--- src/rtl/sd_spi_responder_if.sv ---
// SPI link and block-memory read port shared by the SD responder and its host side.
// The master modport is the SPI host plus the memory that serves read data.
interface sd_spi_responder_if;
    logic        SPI_CS;
    logic        SPI_CLK;
    logic        SPI_MOSI;
    logic        SPI_MISO;
    logic [31:0] MEM_ADDR;
    logic [8:0]  MEM_INDEX;
    logic        MEM_RD;
    logic [7:0]  MEM_DATA;

    modport master (
        output SPI_CS,
        output SPI_CLK,
        output SPI_MOSI,
        input  SPI_MISO,
        input  MEM_ADDR,
        input  MEM_INDEX,
        input  MEM_RD,
        output MEM_DATA
    );

    modport slave (
        input  SPI_CS,
        input  SPI_CLK,
        input  SPI_MOSI,
        output SPI_MISO,
        output MEM_ADDR,
        output MEM_INDEX,
        output MEM_RD,
        input  MEM_DATA
    );
endinterface

--- src/rtl/sd_spi_responder.sv ---
// SD card stand-in for SPI mode: decodes 6-byte commands, answers R1/R3/R7 and
// streams single 512-byte blocks (CMD17) from a byte-wide memory read port.
module sd_spi_responder #(
    parameter int          NAC_BYTES = 1,
    parameter logic [31:0] OCR_VALUE = 32'hC0FF8000
) (
    input  logic              CLOCK_50,
    input  logic              nRESET,
    sd_spi_responder_if.slave bus,
    output logic              CARD_IDLE,
    output logic              READ_ACTIVE,
    output logic              CMD_STROBE,
    output logic [5:0]        CMD_INDEX
);

    typedef enum logic [2:0] {
        ST_IDLE,
        ST_ARG,
        ST_CRC,
        ST_RESP,
        ST_GAP,
        ST_TOKEN,
        ST_DATA,
        ST_CRC_OUT
    } state_t;

    localparam logic [3:0] NAC_LAST = 4'(NAC_BYTES - 1);

    function automatic logic [7:0] r1_illegal(input logic idle);
        return {5'b00000, 1'b1, 1'b0, idle};
    endfunction

    function automatic logic [7:0] r1_plain(input logic idle);
        return {7'b0000000, idle};
    endfunction

    // Synchronisers and edge history
    logic        cs_meta_q, cs_sync_q;
    logic        sclk_meta_q, sclk_sync_q, sclk_prev_q;
    logic        mosi_meta_q, mosi_sync_q;
    logic        sclk_rise, sclk_fall;

    state_t      state_q, state_d;
    logic [2:0]  bit_cnt_q, bit_cnt_d;
    logic [6:0]  rx_q, rx_d;
    logic [7:0]  rx_byte;
    logic [31:0] arg_q, arg_d;
    logic [3:0]  byte_cnt_q, byte_cnt_d;
    logic [39:0] resp_q, resp_d;
    logic [2:0]  resp_len_q, resp_len_d;
    logic [7:0]  tx_q, tx_d;
    logic [7:0]  load_byte;
    logic        miso_q, miso_d;
    logic        is_read_q, is_read_d;
    logic        card_idle_q, card_idle_d;
    logic        acmd_q, acmd_d;
    logic [5:0]  cmd_index_q, cmd_index_d;
    logic        cmd_strobe_q, cmd_strobe_d;
    logic [31:0] mem_addr_q, mem_addr_d;
    logic [8:0]  mem_index_q, mem_index_d;
    logic        mem_rd_q, mem_rd_d;
    logic        rd_pend_q, rd_pend_d;
    logic [7:0]  mem_data_q, mem_data_d;
    logic        read_active_q, read_active_d;

    assign sclk_rise = sclk_sync_q & ~sclk_prev_q;
    assign sclk_fall = ~sclk_sync_q & sclk_prev_q;
    assign rx_byte   = {rx_q, mosi_sync_q};

    always_comb begin
        state_d       = state_q;
        bit_cnt_d     = bit_cnt_q;
        rx_d          = rx_q;
        arg_d         = arg_q;
        byte_cnt_d    = byte_cnt_q;
        resp_d        = resp_q;
        resp_len_d    = resp_len_q;
        tx_d          = tx_q;
        load_byte     = 8'hFF;
        miso_d        = miso_q;
        is_read_d     = is_read_q;
        card_idle_d   = card_idle_q;
        acmd_d        = acmd_q;
        cmd_index_d   = cmd_index_q;
        cmd_strobe_d  = 1'b0;
        mem_addr_d    = mem_addr_q;
        mem_index_d   = mem_index_q;
        mem_rd_d      = 1'b0;
        rd_pend_d     = mem_rd_q;
        mem_data_d    = rd_pend_q ? bus.MEM_DATA : mem_data_q;
        read_active_d = read_active_q;

        // Deselect wins over any SPI edge seen in the same cycle.
        if (cs_sync_q) begin
            state_d       = ST_IDLE;
            bit_cnt_d     = 3'd0;
            byte_cnt_d    = 4'd0;
            tx_d          = 8'hFF;
            miso_d        = 1'b1;
            is_read_d     = 1'b0;
            read_active_d = 1'b0;
        end else if (sclk_rise) begin
            rx_d      = rx_byte[6:0];
            bit_cnt_d = bit_cnt_q + 3'd1;
            if (bit_cnt_q == 3'd7) begin
                case (state_q)
                    ST_IDLE: begin
                        if (rx_byte[7:6] == 2'b01) begin
                            cmd_index_d = rx_byte[5:0];
                            byte_cnt_d  = 4'd0;
                            state_d     = ST_ARG;
                        end
                    end
                    ST_ARG: begin
                        arg_d      = {arg_q[23:0], rx_byte};
                        byte_cnt_d = byte_cnt_q + 4'd1;
                        if (byte_cnt_q == 4'd3) begin
                            state_d = ST_CRC;
                        end
                    end
                    ST_CRC: begin
                        cmd_strobe_d = 1'b1;
                        byte_cnt_d   = 4'd0;
                        state_d      = ST_RESP;
                        acmd_d       = 1'b0;
                        is_read_d    = 1'b0;
                        resp_len_d   = 3'd1;
                        resp_d       = {r1_illegal(card_idle_q), 32'hFFFF_FFFF};
                        case (cmd_index_q)
                            6'd0: begin
                                card_idle_d = 1'b1;
                                resp_d      = {8'h01, 32'hFFFF_FFFF};
                            end
                            6'd8: begin
                                resp_len_d = 3'd5;
                                resp_d     = {r1_plain(card_idle_q), 8'h00, 8'h00, 8'h01, arg_q[7:0]};
                            end
                            6'd55: begin
                                acmd_d = 1'b1;
                                resp_d = {r1_plain(card_idle_q), 32'hFFFF_FFFF};
                            end
                            6'd41: begin
                                if (acmd_q) begin
                                    card_idle_d = 1'b0;
                                    resp_d      = {8'h00, 32'hFFFF_FFFF};
                                end
                            end
                            6'd58: begin
                                resp_len_d = 3'd5;
                                resp_d     = {r1_plain(card_idle_q), OCR_VALUE};
                            end
                            6'd17: begin
                                if (!card_idle_q) begin
                                    resp_d        = {8'h00, 32'hFFFF_FFFF};
                                    mem_addr_d    = arg_q;
                                    read_active_d = 1'b1;
                                    is_read_d     = 1'b1;
                                end
                            end
                            default: ;
                        endcase
                    end
                    default: ;
                endcase
            end
        end else if (sclk_fall) begin
            if (bit_cnt_q != 3'd0) begin
                miso_d = tx_q[7];
                tx_d   = {tx_q[6:0], 1'b1};
            end else begin
                // 8th falling edge: present the MSB of the next outgoing byte.
                case (state_q)
                    ST_RESP: begin
                        load_byte  = resp_q[39:32];
                        resp_d     = {resp_q[31:0], 8'hFF};
                        byte_cnt_d = byte_cnt_q + 4'd1;
                        if (byte_cnt_q == {1'b0, resp_len_q - 3'd1}) begin
                            byte_cnt_d = 4'd0;
                            if (!is_read_q) begin
                                state_d = ST_IDLE;
                            end else if (NAC_BYTES == 0) begin
                                state_d = ST_TOKEN;
                            end else begin
                                state_d = ST_GAP;
                            end
                        end
                    end
                    ST_GAP: begin
                        byte_cnt_d = byte_cnt_q + 4'd1;
                        if (byte_cnt_q == NAC_LAST) begin
                            byte_cnt_d = 4'd0;
                            state_d    = ST_TOKEN;
                        end
                    end
                    ST_TOKEN: begin
                        load_byte   = 8'hFE;
                        mem_rd_d    = 1'b1;
                        mem_index_d = 9'd0;
                        state_d     = ST_DATA;
                    end
                    ST_DATA: begin
                        // mem_data_q holds the byte fetched for mem_index_q one byte time ago.
                        load_byte = mem_data_q;
                        if (mem_index_q == 9'd511) begin
                            byte_cnt_d = 4'd0;
                            state_d    = ST_CRC_OUT;
                        end else begin
                            mem_rd_d    = 1'b1;
                            mem_index_d = mem_index_q + 9'd1;
                        end
                    end
                    ST_CRC_OUT: begin
                        byte_cnt_d = byte_cnt_q + 4'd1;
                        if (byte_cnt_q == 4'd1) begin
                            byte_cnt_d    = 4'd0;
                            state_d       = ST_IDLE;
                            is_read_d     = 1'b0;
                            read_active_d = 1'b0;
                        end
                    end
                    default: ;
                endcase
                miso_d = load_byte[7];
                tx_d   = {load_byte[6:0], 1'b1};
            end
        end
    end

    always_ff @(posedge CLOCK_50 or negedge nRESET) begin
        if (!nRESET) begin
            cs_meta_q     <= 1'b1;
            cs_sync_q     <= 1'b1;
            sclk_meta_q   <= 1'b0;
            sclk_sync_q   <= 1'b0;
            sclk_prev_q   <= 1'b0;
            mosi_meta_q   <= 1'b1;
            mosi_sync_q   <= 1'b1;
            state_q       <= ST_IDLE;
            bit_cnt_q     <= 3'd0;
            rx_q          <= 7'h7F;
            arg_q         <= 32'd0;
            byte_cnt_q    <= 4'd0;
            resp_q        <= {40{1'b1}};
            resp_len_q    <= 3'd1;
            tx_q          <= 8'hFF;
            miso_q        <= 1'b1;
            is_read_q     <= 1'b0;
            card_idle_q   <= 1'b1;
            acmd_q        <= 1'b0;
            cmd_index_q   <= 6'd0;
            cmd_strobe_q  <= 1'b0;
            mem_addr_q    <= 32'd0;
            mem_index_q   <= 9'd0;
            mem_rd_q      <= 1'b0;
            rd_pend_q     <= 1'b0;
            mem_data_q    <= 8'hFF;
            read_active_q <= 1'b0;
        end else begin
            cs_meta_q     <= bus.SPI_CS;
            cs_sync_q     <= cs_meta_q;
            sclk_meta_q   <= bus.SPI_CLK;
            sclk_sync_q   <= sclk_meta_q;
            sclk_prev_q   <= sclk_sync_q;
            mosi_meta_q   <= bus.SPI_MOSI;
            mosi_sync_q   <= mosi_meta_q;
            state_q       <= state_d;
            bit_cnt_q     <= bit_cnt_d;
            rx_q          <= rx_d;
            arg_q         <= arg_d;
            byte_cnt_q    <= byte_cnt_d;
            resp_q        <= resp_d;
            resp_len_q    <= resp_len_d;
            tx_q          <= tx_d;
            miso_q        <= miso_d;
            is_read_q     <= is_read_d;
            card_idle_q   <= card_idle_d;
            acmd_q        <= acmd_d;
            cmd_index_q   <= cmd_index_d;
            cmd_strobe_q  <= cmd_strobe_d;
            mem_addr_q    <= mem_addr_d;
            mem_index_q   <= mem_index_d;
            mem_rd_q      <= mem_rd_d;
            rd_pend_q     <= rd_pend_d;
            mem_data_q    <= mem_data_d;
            read_active_q <= read_active_d;
        end
    end

    assign bus.SPI_MISO  = miso_q;
    assign bus.MEM_ADDR  = mem_addr_q;
    assign bus.MEM_INDEX = mem_index_q;
    assign bus.MEM_RD    = mem_rd_q;
    assign CARD_IDLE     = card_idle_q;
    assign READ_ACTIVE   = read_active_q;
    assign CMD_STROBE    = cmd_strobe_q;
    assign CMD_INDEX     = cmd_index_q;

endmodule

--- src/flat_wrapper.sv ---
// flat-port wrapper written by rule: the top's interface ports become plain ports
module sd_spi_responder_flat 
#(
    parameter int          NAC_BYTES = 1,
    parameter logic [31:0] OCR_VALUE = 32'hC0FF8000
)
  (CLOCK_50, nRESET, CARD_IDLE, READ_ACTIVE, CMD_STROBE, CMD_INDEX, bus_SPI_CS, bus_SPI_CLK, bus_SPI_MOSI, bus_SPI_MISO, bus_MEM_ADDR, bus_MEM_INDEX, bus_MEM_RD, bus_MEM_DATA);
  sd_spi_responder_if bus_i ();
  input  logic CLOCK_50;
  input  logic nRESET;
  output logic CARD_IDLE;
  output logic READ_ACTIVE;
  output logic CMD_STROBE;
  output logic [5:0] CMD_INDEX;
  input wire logic [$bits(bus_i.SPI_CS)-1:0] bus_SPI_CS;
  input wire logic [$bits(bus_i.SPI_CLK)-1:0] bus_SPI_CLK;
  input wire logic [$bits(bus_i.SPI_MOSI)-1:0] bus_SPI_MOSI;
  output wire logic [$bits(bus_i.SPI_MISO)-1:0] bus_SPI_MISO;
  output wire logic [$bits(bus_i.MEM_ADDR)-1:0] bus_MEM_ADDR;
  output wire logic [$bits(bus_i.MEM_INDEX)-1:0] bus_MEM_INDEX;
  output wire logic [$bits(bus_i.MEM_RD)-1:0] bus_MEM_RD;
  input wire logic [$bits(bus_i.MEM_DATA)-1:0] bus_MEM_DATA;
  assign bus_i.SPI_CS = bus_SPI_CS;
  assign bus_i.SPI_CLK = bus_SPI_CLK;
  assign bus_i.SPI_MOSI = bus_SPI_MOSI;
  assign bus_SPI_MISO = bus_i.SPI_MISO;
  assign bus_MEM_ADDR = bus_i.MEM_ADDR;
  assign bus_MEM_INDEX = bus_i.MEM_INDEX;
  assign bus_MEM_RD = bus_i.MEM_RD;
  assign bus_i.MEM_DATA = bus_MEM_DATA;
  sd_spi_responder #(.NAC_BYTES(NAC_BYTES), .OCR_VALUE(OCR_VALUE)) u_core (.CLOCK_50(CLOCK_50), .nRESET(nRESET), .bus(bus_i), .CARD_IDLE(CARD_IDLE), .READ_ACTIVE(READ_ACTIVE), .CMD_STROBE(CMD_STROBE), .CMD_INDEX(CMD_INDEX));
endmodule
--- config.mk ---
export PLATFORM = sky130hd
export DESIGN_NAME = sd_spi_responder_flat
export DESIGN_NICKNAME = d
export VERILOG_FILES = /design/src/rtl/sd_spi_responder_if.sv /design/src/rtl/sd_spi_responder.sv /design/src/flat_wrapper.sv
export SDC_FILE = /design/constraint.sdc
export NUM_CORES = 1
export LEC_CHECK = 0
export CORE_MARGIN = 2
export CORE_UTILIZATION = 55
export CTS_CLUSTER_DIAMETER = 80
export CTS_CLUSTER_SIZE = 12
export DETAILED_ROUTE_END_ITERATION = 8
export PLACE_DENSITY_LB_ADDON = 0.1
export SYNTH_ARGS = -nofsm -noshare
export SYNTH_HDL_FRONTEND = slang
export SYNTH_SLANG_ARGS = --single-unit
--- constraint.sdc ---
create_clock -name CLOCK_50 -period 2.7 [get_ports CLOCK_50]
set_input_delay 0.27 -clock CLOCK_50 [delete_from_list [all_inputs] [get_ports CLOCK_50]]
set_output_delay 0.27 -clock CLOCK_50 [all_outputs]
set_load 0.1 [all_outputs]
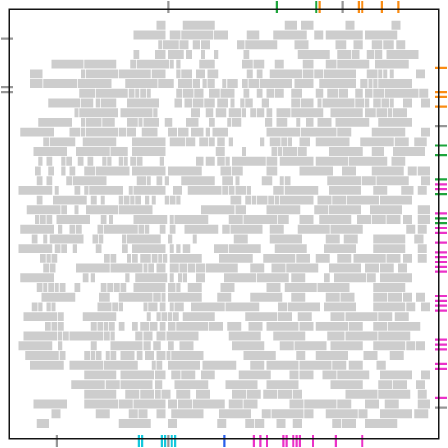
*I/O pins on the die edge, run 1*
Pins as bars across the die edge, other pins in grey.
legend:
  bus_MEM_ADDR:
    colour: magenta
    pins: 32
    direction: output
    edge: 21 right, 11 bottom
  CMD_STROBE:
    colour: blue
    pins: 1
    direction: output
    edge: bottom
  bus_MEM_DATA:
    colour: green
    pins: 8
    direction: input
    edge: 6 right, 2 top
  bus_MEM_INDEX:
    colour: orange
    pins: 9
    direction: output
    edge: 5 top, 4 right
  CMD_INDEX:
    colour: cyan
    pins: 6
    direction: output
    edge: bottom
Die H: 119.9 um
Port Buffers: 64
Die W: 119.9 um

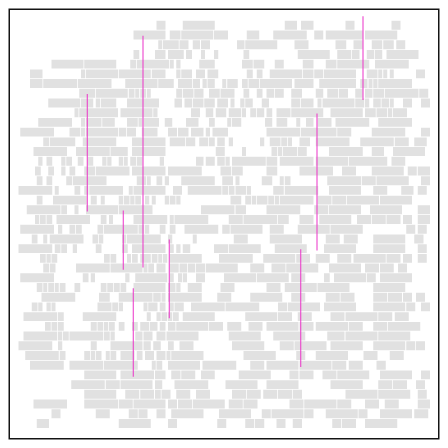
*Met4 routing, run 1*
Cells faint in the background.
longest straight run: 64.6 um
share of all routed wire: 1.7%
wire length on this layer: 254 um

==> impl_metrics.json, run 1 <==
{
  "status": "finished clean",
  "nNetsFinal": 710,
  "edf_count": 0,
  "critical_path.top_delay_family": "simple AND/OR/NAND/NOR gates",
  "dp_hpwl_mm": 10.13,
  "ff2ff_setup_slack_ps": 60,
  "grt_pass1_wl_mm": 25.45,
  "synth-main-ff-cell": "dfrtp_1",
  "viasPerCell": 5.702,
  "p_per_area_nw_per_um2": 612.7,
  "yosys.area_share.adder_pct": 1.694,
  "r2r_cells": 10,
  "crit_chain": "ha_4, and3_1, and3_1, ha_2, or3b_4, a2111oi_4, buf_4, nand4_1, xor2_1, nor2_1",
  "logic_family": "multiplexers",
  "critical_path.max_stage_delay_ps": 510,
  "cts_inserted_buffers": 17,
  "synth-xor-area-share_pct": 1.186,
  "grt_pass1_vias": 4911,
  "place.gp.congestion": 0.8966,
  "cts_resized": 0
}
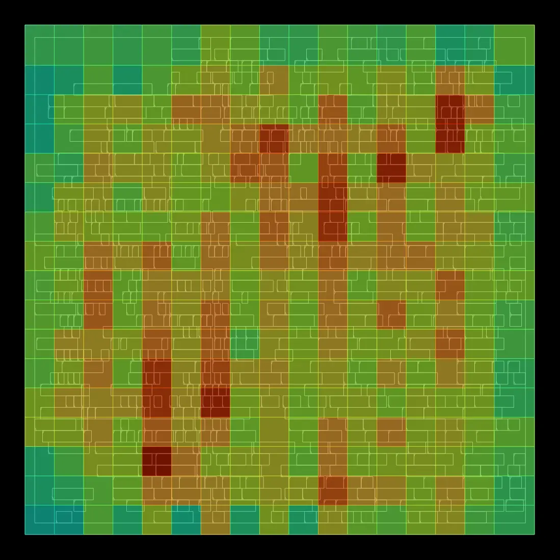
*Routing congestion map, run 1*
wire length per cell: 17.21 um
routing usage on met1: 32.13%
met2 Resource Use GR: 35.29%
gr usage total: 22.62%
M3 GR Usage: 4.087%

[run 1: routing by layer]
layer	vias to the layer above	share of wire, %	GRT usage [%]
met5	-	0	0
met4	0	1.7	8.015
met3	18	3.7	4.087
met2	117	47	35.29
met1	2508	48	32.13
li1	2352	-	-
[run 1: repair_timing]
action | CTS | global route
pin swaps | 1 | 2
endpoints found under the setup margin | 2 | 4
hold buffers | 1 | 0
endpoints found under the hold margin | 33 | 0
setup buffers | 0 | 1
[run 1: worst reg2reg max path, stage by stage, from the launching register on]
cell and delay [ps]:
dfrtp_4 510, ha_4 180, and3_1 130, and3_1 190, ha_2 200, or3b_4 380, a2111oi_4 340, buf_4 200
nand4_1 130, xor2_1 190, nor2_1 50
[run 1: cells by family after synthesis]
logic type	after synthesis
DFF	167
and+or+nand+nor	166
AOI/OAI and AO/OA	133
muxes	90
buffers and inverters	48
xor gates and xnor gates	10
adders and majority gates	10
[run 1: layout make-up]
class | instances | area [sq um] | area share (%)
Sequential cell | 167 | 4278 | 49.12
Multi-Input combinational cell | 409 | 2929 | 33.63
Timing Repair Buffer | 80 | 646.9 | 7.427
Clock buffer | 19 | 442.9 | 5.085
Tap cell | 176 | 220.2 | 2.528
Clock inverter | 13 | 147.6 | 1.695
Inverter | 12 | 45.04 | 0.5172
[run 1: where the power goes]
part / internal [mW] / switching, mW
clock: 1.40 / 1.01
combinational: 0.114 / 0.154
sequential: 2.60 / 0.0567
total: 4.12 / 1.22
[run 1: metrics by stage]
stage	area, sq um	hold WS (ps)	power [mW]
floorplan	7416	-25.59	2.842
global placement	8102	256.5	2.960
detailed placement	8102	262.3	2.973
CTS	8702	238.2	5.378
global route	8710	234.4	5.545
finish	8710	253.2	5.337
### Sequential cells grouped by signal name, run 1

Other sequential cells in the stronger grey, the rest of the logic in the fainter grey.
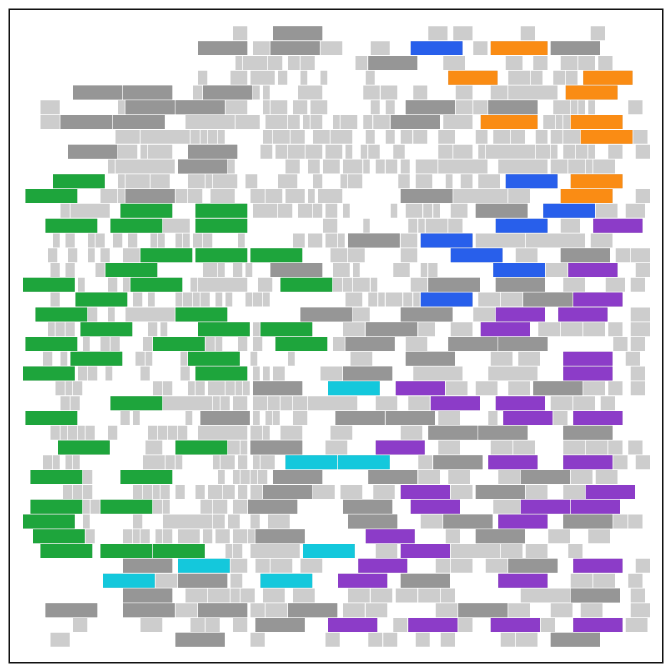

==> run 1 -> run 2 <==
CELL_PAD_IN_SITES_DETAIL_PLACEMENT = 1   (was not set)
CELL_PAD_IN_SITES_GLOBAL_PLACEMENT = 1   (was not set)
CORE_UTILIZATION = 47   (was 55)
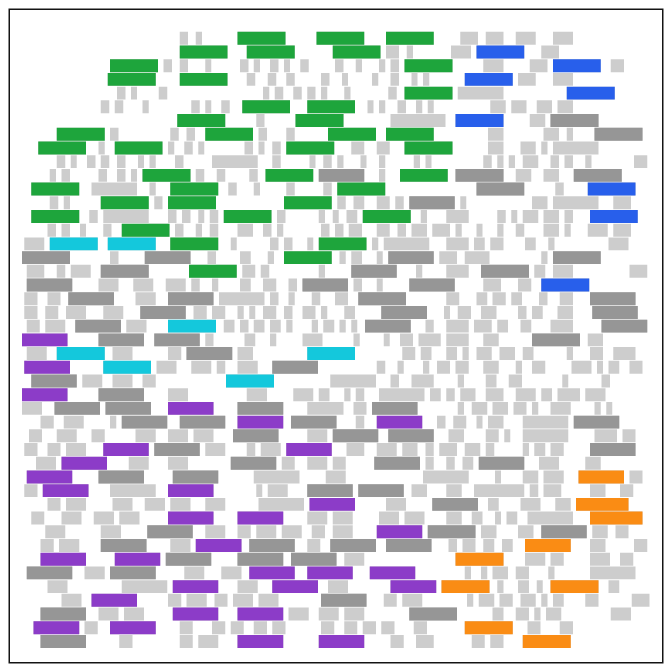
*Sequential cells grouped by signal name, run 2*
Other sequential cells in the stronger grey, the rest of the logic in the fainter grey.
legend:
  u_core.bus.MEM_ADDR:
    colour: purple
    sequential_cells: 32
  u_core.rx_q:
    colour: cyan
    sequential_cells: 7
    where: left middle
  u_core.mem_data_q:
    colour: blue
    sequential_cells: 8
    where: top right
  u_core.bus.MEM_INDEX:
    colour: orange
    sequential_cells: 9
    where: bottom right
  u_core.resp_q:
    colour: green
    sequential_cells: 40
final design utilization: 57.47%
Flop+latch power: 2.66 mW

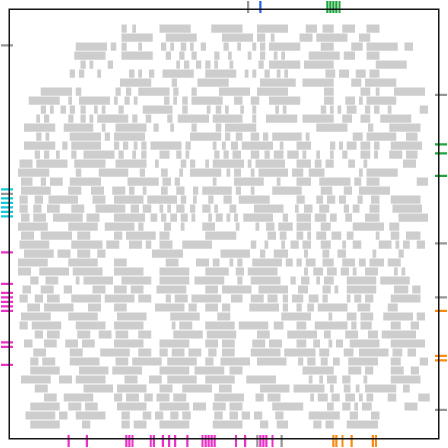
*I/O pins on the die edge, run 2*
Pins as bars across the die edge, other pins in grey.
legend:
  CMD_INDEX:
    colour: cyan
    pins: 6
    direction: output
    edge: left
  bus_MEM_INDEX:
    colour: orange
    pins: 9
    direction: output
    edge: 6 bottom, 3 right
  CMD_STROBE:
    colour: blue
    pins: 1
    direction: output
    edge: top
  bus_MEM_DATA:
    colour: green
    pins: 8
    direction: input
    edge: 5 top, 3 right
  bus_MEM_ADDR:
    colour: magenta
    pins: 32
    direction: output
    edge: 22 bottom, 10 left
all pins by edge: 30 bottom, 18 left, 10 right, 7 top
Die W: 129.4 um
Die H: 129.4 um

==> run 2 against run 1 <==
Net effect: clock-buffer cell count unchanged; highest routed layer unchanged; worst hold slack worse by 8.6 ps; maximum frequency shrank 0.21%; combinational power is essentially flat; clock skew is 1.8 ps higher; area after synthesis unchanged; cell count is 4.6% higher; sequential cell count is the same; final area is 0.68% higher; critical path depth unchanged; power fell by 1.5%; non-clock buffer count increased by 5.
==> impl_metrics.json, run 2 <==
{
  "status": "finished clean",
  "grt_pass1_wl_mm": 27.41,
  "viasPerCell": 5.455,
  "flop_area_sq_um": 4278,
  "p_seq_share_pct": 50.7,
  "edf_count": 0,
  "dp_hpwl_mm": 11.20,
  "r2r_cells": 10,
  "crit_chain": "ha_4, and3_1, and3_4, ha_4, or3b_4, a2111oi_4, buf_4, nand2_1, xor2_1, nor2_1",
  "ys_sh_aoi_pct": 11.45,
  "intPower_mw": 3.999,
  "logic_area_sq_um": 2944,
  "syn_avg_cell_area_sq_um": 11.84,
  "grt_pass1_vias": 5334,
  "globalRoute.busiestLayer": "met2",
  "stdcell_area_sq_um": 8768,
  "timing.hold.ws_ps": 244.5,
  "portBuffers": 64,
  "slew_headroom_pct": 53.63,
  "placed_cell_area_sq_um": 8160,
  "grtUsageTotal_pct": 21.03,
  "critical_path.max_stage_delay_ps": 510,
  "warnings": 31,
  "synth-xor-area-share_pct": 1.186,
  "nNetsFinal": 715,
  "synth-main-ff-cell": "dfrtp_1",
  "ff2ff_setup_slack_ps": 60,
  "place.gp.congestion": 0.8248,
  "diodes": 0,
  "yosys.area_share.adder_pct": 1.694,
  "clockPowerShare_pct": 44.1,
  "critical_path.top_delay_family": "simple AND/OR/NAND/NOR gates",
  "combPwrFrac_pct": 5.2,
  "netlist_area_sq_um": 7387,
  "cts_inserted_buffers": 17,
  "swShare_pct": 23.89,
  "p_switching_mw": 1.255,
  "finalPower_mw": 5.254
}
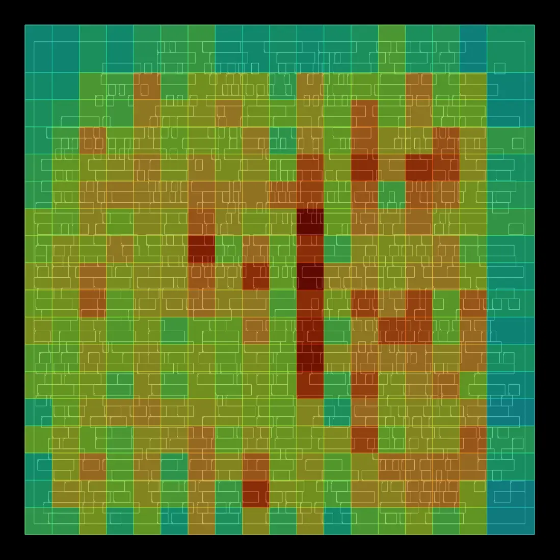
*Routing congestion map, run 2*
wire length per cell: 18.08 um
routing usage on met1: 26.45%
met2 Resource Use GR: 36.28%
M3 GR Usage: 4.996%

-- run 2: metal layers --
layer | up-vias | part of all wire [%]
li1 | 2351 | -
met1 | 2561 | 44
met2 | 71 | 52
met3 | 14 | 3.2
met4 | 0 | 0.78
met5 | - | 0
-- run 2: what timing repair did --
action | CTS | global route
pin swaps | 1 | 3
resized | 0 | 2
gates cloned | 0 | 0
endpoints found under the setup margin | 1 | 4
buffers inserted | 0 | 4
hold buffers | 1 | 0
endpoints found under the hold margin | 26 | 0
-- run 2: cell families (layout without fill, tap and decap cells) --
group                      after synthesis  in the layout
and+or+nand+nor                        166            166
AOI/OAI and AO/OA                      133            133
buffers and inverters                   48            129
adders and majority gates               10             10
xor gates and xnor gates                10             10
muxes                                   90             90
DFF                                    167            167
-- run 2: area by class of cell --
| type | instances | area share, % |
|---|---|---|
| well taps | 211 | 3.011 |
| multi-input cells | 409 | 33.58 |
| flip-flops and latches | 167 | 48.79 |
| clock buffers | 19 | 4.937 |
| clock inverters | 13 | 1.370 |
| repair buffers | 85 | 7.805 |
| inverters | 12 | 0.5137 |
-- run 2: power by group through the flow --
stage          clock [mW]  combinational, mW  sequential, mW
6_report             2.32              0.271            2.66
5_1_grt              2.47              0.301            2.67
4_1_cts              2.38              0.277            2.66
3_5_place_dp            0              0.274            2.70
3_3_place_gp            0              0.263            2.70
2_1_floorplan           0              0.158            2.68
Power is estimated from default activity; no workload was simulated.
